File: src/rtl/name_dual_issue_dispatcher_if.sv
// Purpose: word stream in, two lane name outputs, overlength flag for the dual-issue dispatcher.
// Latency: none (wires only).
// Backpressure: word_in_ready toward upstream; name_out_ready_1/2 from the lane consumers.
interface name_dual_issue_dispatcher_if #(
    parameter int WORD_SIZE       = 32,
    parameter int MAX_NAME_LENGTH = 8,
    parameter int LEN_W           = 4
);
    logic [WORD_SIZE-1:0]                 word_in;
    logic                                 word_in_valid;
    logic                                 word_in_last;
    logic                                 word_in_ready;
    logic [WORD_SIZE*MAX_NAME_LENGTH-1:0] name_out_1;
    logic [LEN_W-1:0]                     name_len_out_1;
    logic                                 name_out_valid_1;
    logic                                 name_out_ready_1;
    logic [WORD_SIZE*MAX_NAME_LENGTH-1:0] name_out_2;
    logic [LEN_W-1:0]                     name_len_out_2;
    logic                                 name_out_valid_2;
    logic                                 name_out_ready_2;
    logic                                 overlength_err_out;

    // Upstream feeder plus lane consumers.
    modport master (
        output word_in, word_in_valid, word_in_last, name_out_ready_1, name_out_ready_2,
        input  word_in_ready, name_out_1, name_len_out_1, name_out_valid_1,
        input  name_out_2, name_len_out_2, name_out_valid_2, overlength_err_out
    );

    // The dispatcher itself.
    modport slave (
        input  word_in, word_in_valid, word_in_last, name_out_ready_1, name_out_ready_2,
        output word_in_ready, name_out_1, name_len_out_1, name_out_valid_1,
        output name_out_2, name_len_out_2, name_out_valid_2, overlength_err_out
    );
endinterface

File: src/rtl/name_dual_issue_dispatcher.sv
// Purpose: assemble 32-bit name words into padded name vectors and issue them to two lanes in strict alternation.
// Latency: lane valid rises 1 cycle after the final (or truncating) word is accepted.
// Backpressure: if the target lane is full the name parks in HOLD and word_in_ready drops until it drains.
module name_dual_issue_dispatcher #(
    parameter int WORD_SIZE       = 32,
    parameter int MAX_NAME_LENGTH = 8,
    parameter int LEN_W           = 4
) (
    input  logic                         clk_in,
    input  logic                         rst_n_in,
    name_dual_issue_dispatcher_if.slave  bus
);
    localparam int                NAME_W   = WORD_SIZE * MAX_NAME_LENGTH;
    localparam logic [LEN_W-1:0]  LAST_IDX = LEN_W'(MAX_NAME_LENGTH - 1);

    typedef enum logic [1:0] {
        ST_ASSEMBLE = 2'd0,
        ST_HOLD     = 2'd1,
        ST_DISCARD  = 2'd2
    } state_t;

    state_t              state;
    logic                rdy_q;
    logic [LEN_W-1:0]    widx;
    logic                rr_lane2;
    logic                pending_discard;
    logic [NAME_W-1:0]   asm_name;
    logic [LEN_W-1:0]    asm_len;
    logic                err_q;

    logic [NAME_W-1:0]   name_1_q;
    logic [LEN_W-1:0]    len_1_q;
    logic                vld_1_q;
    logic [NAME_W-1:0]   name_2_q;
    logic [LEN_W-1:0]    len_2_q;
    logic                vld_2_q;

    logic                accept;
    logic                complete;
    logic                overlen;
    logic                pop_1;
    logic                pop_2;
    logic                tgt_free;
    logic                issue;
    logic                load_1;
    logic                load_2;
    logic [NAME_W-1:0]   cur_name;
    logic [LEN_W-1:0]    cur_len;
    logic [NAME_W-1:0]   load_name;
    logic [LEN_W-1:0]    load_len;

    assign accept   = bus.word_in_valid & rdy_q;
    assign complete = accept & (state == ST_ASSEMBLE) & (bus.word_in_last | (widx == LAST_IDX));
    assign overlen  = complete & ~bus.word_in_last & (widx == LAST_IDX);
    assign pop_1    = vld_1_q & bus.name_out_ready_1;
    assign pop_2    = vld_2_q & bus.name_out_ready_2;
    // A lane can take a name if it is empty or being drained at this same edge.
    assign tgt_free = rr_lane2 ? (~vld_2_q | pop_2) : (~vld_1_q | pop_1);
    assign issue    = tgt_free & (complete | (state == ST_HOLD));
    assign load_1   = issue & ~rr_lane2;
    assign load_2   = issue &  rr_lane2;
    assign cur_len  = widx + LEN_W'(1);

    // Merge the incoming word into the name; word 0 of a new name starts from a cleared vector.
    always_comb begin
        cur_name = (widx == '0) ? '0 : asm_name;
        for (int k = 0; k < MAX_NAME_LENGTH; k++) begin
            if (widx == LEN_W'(k)) begin
                cur_name[WORD_SIZE*(MAX_NAME_LENGTH-k)-1 -: WORD_SIZE] = bus.word_in;
            end
        end
    end

    // A parked name comes from the assembly register, a fresh one straight from the merge.
    always_comb begin
        load_name = cur_name;
        load_len  = cur_len;
        if (state == ST_HOLD) begin
            load_name = asm_name;
            load_len  = asm_len;
        end
    end

    // Control FSM: assembly, hold on a blocked lane, discard of overlength tails.
    always_ff @(posedge clk_in or negedge rst_n_in) begin
        if (!rst_n_in) begin
            state           <= ST_ASSEMBLE;
            rdy_q           <= 1'b0;
            widx            <= '0;
            rr_lane2        <= 1'b0;
            pending_discard <= 1'b0;
            asm_name        <= '0;
            asm_len         <= '0;
            err_q           <= 1'b0;
        end else begin
            rdy_q <= 1'b1;
            err_q <= overlen;
            case (state)
                ST_ASSEMBLE: begin
                    if (accept) begin
                        asm_name <= cur_name;
                        asm_len  <= cur_len;
                        if (complete) begin
                            widx <= '0;
                            if (tgt_free) begin
                                rr_lane2 <= ~rr_lane2;
                                state    <= overlen ? ST_DISCARD : ST_ASSEMBLE;
                            end else begin
                                state           <= ST_HOLD;
                                pending_discard <= overlen;
                                rdy_q           <= 1'b0;
                            end
                        end else begin
                            widx <= cur_len;
                        end
                    end
                end
                ST_HOLD: begin
                    if (tgt_free) begin
                        rr_lane2        <= ~rr_lane2;
                        pending_discard <= 1'b0;
                        state           <= pending_discard ? ST_DISCARD : ST_ASSEMBLE;
                    end else begin
                        rdy_q <= 1'b0;
                    end
                end
                ST_DISCARD: begin
                    if (accept & bus.word_in_last) begin
                        state <= ST_ASSEMBLE;
                    end
                end
                default: begin
                    state <= ST_ASSEMBLE;
                end
            endcase
        end
    end

    // Lane 1 holding register: reload wins over pop so a same-edge refill leaves valid high.
    always_ff @(posedge clk_in or negedge rst_n_in) begin
        if (!rst_n_in) begin
            name_1_q <= '0;
            len_1_q  <= '0;
            vld_1_q  <= 1'b0;
        end else if (load_1) begin
            name_1_q <= load_name;
            len_1_q  <= load_len;
            vld_1_q  <= 1'b1;
        end else if (pop_1) begin
            vld_1_q  <= 1'b0;
        end
    end

    // Lane 2 holding register, same policy as lane 1.
    always_ff @(posedge clk_in or negedge rst_n_in) begin
        if (!rst_n_in) begin
            name_2_q <= '0;
            len_2_q  <= '0;
            vld_2_q  <= 1'b0;
        end else if (load_2) begin
            name_2_q <= load_name;
            len_2_q  <= load_len;
            vld_2_q  <= 1'b1;
        end else if (pop_2) begin
            vld_2_q  <= 1'b0;
        end
    end

    assign bus.word_in_ready      = rdy_q;
    assign bus.name_out_1         = name_1_q;
    assign bus.name_len_out_1     = len_1_q;
    assign bus.name_out_valid_1   = vld_1_q;
    assign bus.name_out_2         = name_2_q;
    assign bus.name_len_out_2     = len_2_q;
    assign bus.name_out_valid_2   = vld_2_q;
    assign bus.overlength_err_out = err_q;
endmodule

File: src/flat_wrapper.sv
// flat-port wrapper written by rule: the top's interface ports become plain ports
module name_dual_issue_dispatcher_flat 
#(
    parameter int WORD_SIZE       = 32,
    parameter int MAX_NAME_LENGTH = 8,
    parameter int LEN_W           = 4
)
  (clk_in, rst_n_in, bus_word_in, bus_word_in_valid, bus_word_in_last, bus_name_out_ready_1, bus_name_out_ready_2, bus_word_in_ready, bus_name_out_1, bus_name_len_out_1, bus_name_out_valid_1, bus_name_out_2, bus_name_len_out_2, bus_name_out_valid_2, bus_overlength_err_out);
  name_dual_issue_dispatcher_if #(.WORD_SIZE(WORD_SIZE), .MAX_NAME_LENGTH(MAX_NAME_LENGTH), .LEN_W(LEN_W)) bus_i ();
  input  logic clk_in;
  input  logic rst_n_in;
  input wire logic [$bits(bus_i.word_in)-1:0] bus_word_in;
  input wire logic [$bits(bus_i.word_in_valid)-1:0] bus_word_in_valid;
  input wire logic [$bits(bus_i.word_in_last)-1:0] bus_word_in_last;
  input wire logic [$bits(bus_i.name_out_ready_1)-1:0] bus_name_out_ready_1;
  input wire logic [$bits(bus_i.name_out_ready_2)-1:0] bus_name_out_ready_2;
  output wire logic [$bits(bus_i.word_in_ready)-1:0] bus_word_in_ready;
  output wire logic [$bits(bus_i.name_out_1)-1:0] bus_name_out_1;
  output wire logic [$bits(bus_i.name_len_out_1)-1:0] bus_name_len_out_1;
  output wire logic [$bits(bus_i.name_out_valid_1)-1:0] bus_name_out_valid_1;
  output wire logic [$bits(bus_i.name_out_2)-1:0] bus_name_out_2;
  output wire logic [$bits(bus_i.name_len_out_2)-1:0] bus_name_len_out_2;
  output wire logic [$bits(bus_i.name_out_valid_2)-1:0] bus_name_out_valid_2;
  output wire logic [$bits(bus_i.overlength_err_out)-1:0] bus_overlength_err_out;
  assign bus_i.word_in = bus_word_in;
  assign bus_i.word_in_valid = bus_word_in_valid;
  assign bus_i.word_in_last = bus_word_in_last;
  assign bus_i.name_out_ready_1 = bus_name_out_ready_1;
  assign bus_i.name_out_ready_2 = bus_name_out_ready_2;
  assign bus_word_in_ready = bus_i.word_in_ready;
  assign bus_name_out_1 = bus_i.name_out_1;
  assign bus_name_len_out_1 = bus_i.name_len_out_1;
  assign bus_name_out_valid_1 = bus_i.name_out_valid_1;
  assign bus_name_out_2 = bus_i.name_out_2;
  assign bus_name_len_out_2 = bus_i.name_len_out_2;
  assign bus_name_out_valid_2 = bus_i.name_out_valid_2;
  assign bus_overlength_err_out = bus_i.overlength_err_out;
  name_dual_issue_dispatcher #(.WORD_SIZE(WORD_SIZE), .MAX_NAME_LENGTH(MAX_NAME_LENGTH), .LEN_W(LEN_W)) u_core (.clk_in(clk_in), .rst_n_in(rst_n_in), .bus(bus_i));
endmodule
File: config.mk
export PLATFORM = sky130hd
export DESIGN_NAME = name_dual_issue_dispatcher_flat
export DESIGN_NICKNAME = d
export VERILOG_FILES = /design/src/rtl/name_dual_issue_dispatcher_if.sv /design/src/rtl/name_dual_issue_dispatcher.sv /design/src/flat_wrapper.sv
export SDC_FILE = /design/constraint.sdc
export NUM_CORES = 2
export LEC_CHECK = 0
export CAP_MARGIN = 20
export CORE_ASPECT_RATIO = 0.9
export CORE_MARGIN = 2
export CORE_UTILIZATION = 49
export DETAILED_ROUTE_END_ITERATION = 8
export PLACE_DENSITY_LB_ADDON = 0.1
export SYNTH_ARGS = -nofsm -noshare
export SYNTH_HDL_FRONTEND = slang
export SYNTH_SLANG_ARGS = --single-unit
File: constraint.sdc
create_clock -name clk_in -period 3.2 [get_ports clk_in]
set_clock_uncertainty 0.05 [all_clocks]
set_input_delay 0.96 -clock clk_in [delete_from_list [all_inputs] [get_ports clk_in]]
set_output_delay 0.96 -clock clk_in [all_outputs]
set_load 0.005 [all_outputs]
clock_map.png
Bar = 100 µm.
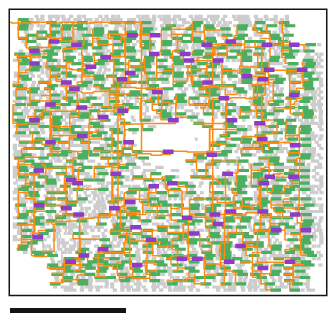
[flip-flops] green | count: 792
[clock wires] orange | length: 9180 µm
[cells driving clock nets] purple | count: 80
flops lie: widely spread
clk_lat worst skew: 630 ps
P_clk: 9.71 mW

gate_families.png
Bar = 100 µm.
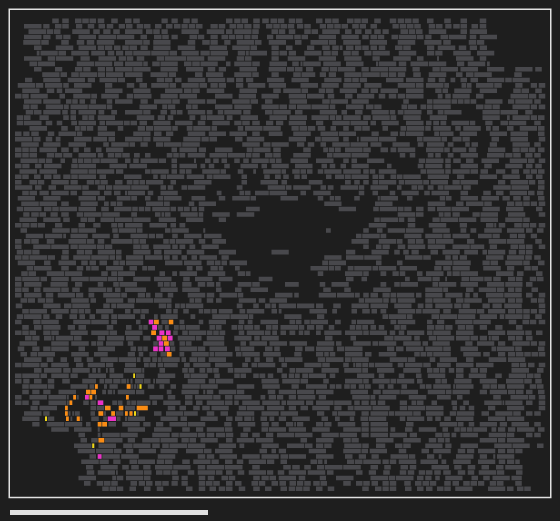
[inverting AOI/OAI gates] orange | cells: 28 | most used: o21ai_0 | where: lower left
[AND and OR gates] magenta | cells: 14 | most used: and3_2
[inverters] yellow | cells: 5 | most used: inv_1 | where: lower left

final_clocks.png
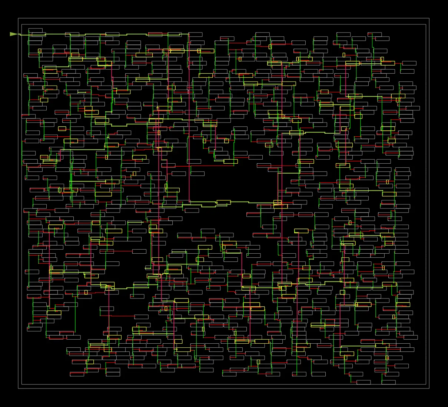
FF+latch count: 792
number of clock buffers in the layout: 124
# clock sinks: 792

cell_classes.png
Bar = 100 µm.
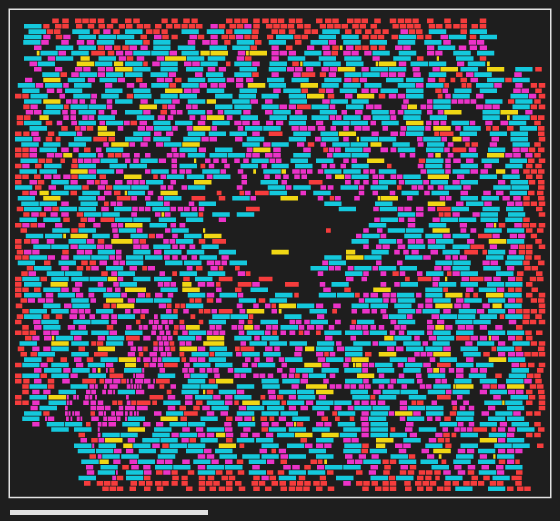
[all other logic] magenta | cells: 1142 | share of their area: 27%
[other buffers and delay cells] red | cells: 713 | share of their area: 18%
[clock drivers and dummy loads] yellow | cells: 149 | share of their area: 6.7%
[flip-flops] cyan | cells: 792 | share of their area: 48%

pdn.png
Pins as bars on the die edge. Tap cells in gray.
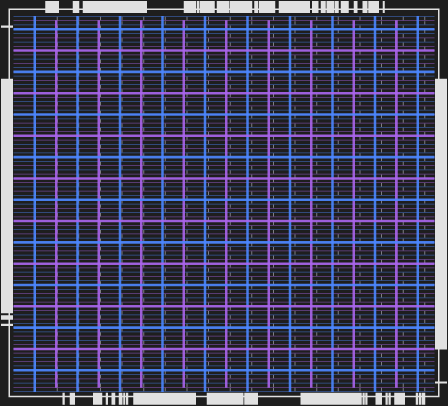
[VDD] purple
[VSS] blue
met1 rails: 89
met4 straps: 19

==> metrics.yaml <==
status: "finished clean"
first_global_vias: 22264
use_met3: 0.0567
grt-ovfl-total: 0
mostFrequentLayoutCells: "792 x dfrtp_1, 560 x clkdlybuf4s50_1, 448 x a22o_1"
min_period_over_period: 0.833
logic_area_um2: 11200
grtUsageMet1: 0.388
post_cts_resized: 0
cp_num_buf_inv: 1
p_comb_frac: 0.312
slowest_stage: "nand3_2"
setup_ws_ps: 533
synthArstFlopShare: 1.00
wl_met1_mm: 40.5
core_um2: 64300
drt_pass1_iterations: 7
post-route-util: 0.656
stdcell_area_um2: 42200
worst_slew_pin_slew_ps: 908
drv_slew: 0
yosys-stat-area_um2: 31900
via_per_inst: 5.92
seqPwrFrac: 0.403
gp_congestion: 0.840
top_cell: "dfrtp_1"
pg_comb_mw: 10.6
ff_type: "dfrtp_1"
cts_setup_buffers: 0
switchingPower_mw: 10.2
p_leak_nw: 19.9
routed.top_layer: "met5"
die_w_um: 273
grt_max_degree: 70
nets: 2771
cpMostUsedCell: "mux2_2"
clkTransAtPathRegs_ps: 60
total_power_mw: 34.1
swShare: 0.300
synth_flop_count: 792
worstSetupPathType: "reg -> reg"
crit_chain: "nand2b_1 > nand3_2 > buf_4 > mux2_2 > mux2_2"
final-nonclk-buf-share: 0.172
area_leaders: "dfrtp_1 62%, mux2_2 16%, a22o_1 12%, mux2_1 5.2%, clkbuf_1 1.3%"
dp_slack_ps: 90.6
end_kind: "flip-flop"
ys_types: 39
busiest_layer: "met2"
clk_share: 0.0654
rows: 88
cts_buffers: 80
internal_power_mw: 23.8
drv_cap: 0
antenna_found_initial: 1
postSynthSeqShare: 0.621
cp-startpoint: "u_core.state[1]"
syn-num-nets: 2175
yosys_cells: 2133
vias: 21605
cp.depth: 5
hold_viol: 0
synthTopCellsByCount: "792 x dfrtp_1, 448 x a22o_1, 441 x mux2_2"
hold_ws_ps: 255
ctsHoldBuffers: 0
grt_use_total: 0.286
cp_top_family: "simple AND/OR/NAND/NOR gates"
htree_levels: 3
route.detailed.drc: 0
xor_area_frac: 0.000548
crit_path_start_kind: "flip-flop"
r2r-start: "u_core.state[1]"
irDropWorstVdd_v: 0.000562
ant_nets: 0
met3_length_mm: 6.54
yosys.area_share.simple: 0.0107
tool_warnings: 29
r2r_cells: 5
use_met2: 0.473
port_buffers: 561
wl_mm: 96.9
comb-cell-share: 0.267
crit_fanout: 14
relSlewSlack: 0.395
seq_share: 0.470
p_seq_mw: 13.7
clk_path_buf_depth: 3
synth-edff-count: 0
dp_cells: 3502
p_per_area_nw_per_um2: 809
cp_data_required_time_ps: 3650
post_synth_ao_oa_area_fraction: 0.129
place_area_um2: 39400
synth.top_cell.area_share: 0.621
setup_viol: 0
power.group.top: "sequential cells"
fmax_mhz: 375
ys_warn_count: 0
diodes: 0
fin_cells: 3651
ys_top_logic_family: "multiplexers"
register_area_um2: 19800
wl_met2_mm: 47.6
layout_top_cell: "dfrtp_1"
floorplan.core_util: 0.497
rsz0062_at_grt: "no"
grt_first_pass_wirelength_mm: 144
final.fill_count: 4670
reg2reg_to: "u_core.bus.name_out_1[240]"
inverters: 5
drtIter0Drc: 1756
tap_cells: 855
top_area_cell: "dfrtp_1"
syn_inst: 2133
worstSetupEndpoint: "u_core.bus.name_out_1[240]"
post-route-min-period_ps: 2670
cts-root-buf: "clkbuf_16"
die_area_um2: 67200
dpl.hpwl_mm: 67.9
mux_share: 0.208
wl_per_cell_um: 26.5
cts_tree: "built"
critPathArrivalTime_ps: 3120
No activity file was given, so power comes from the tool's default toggle rates.
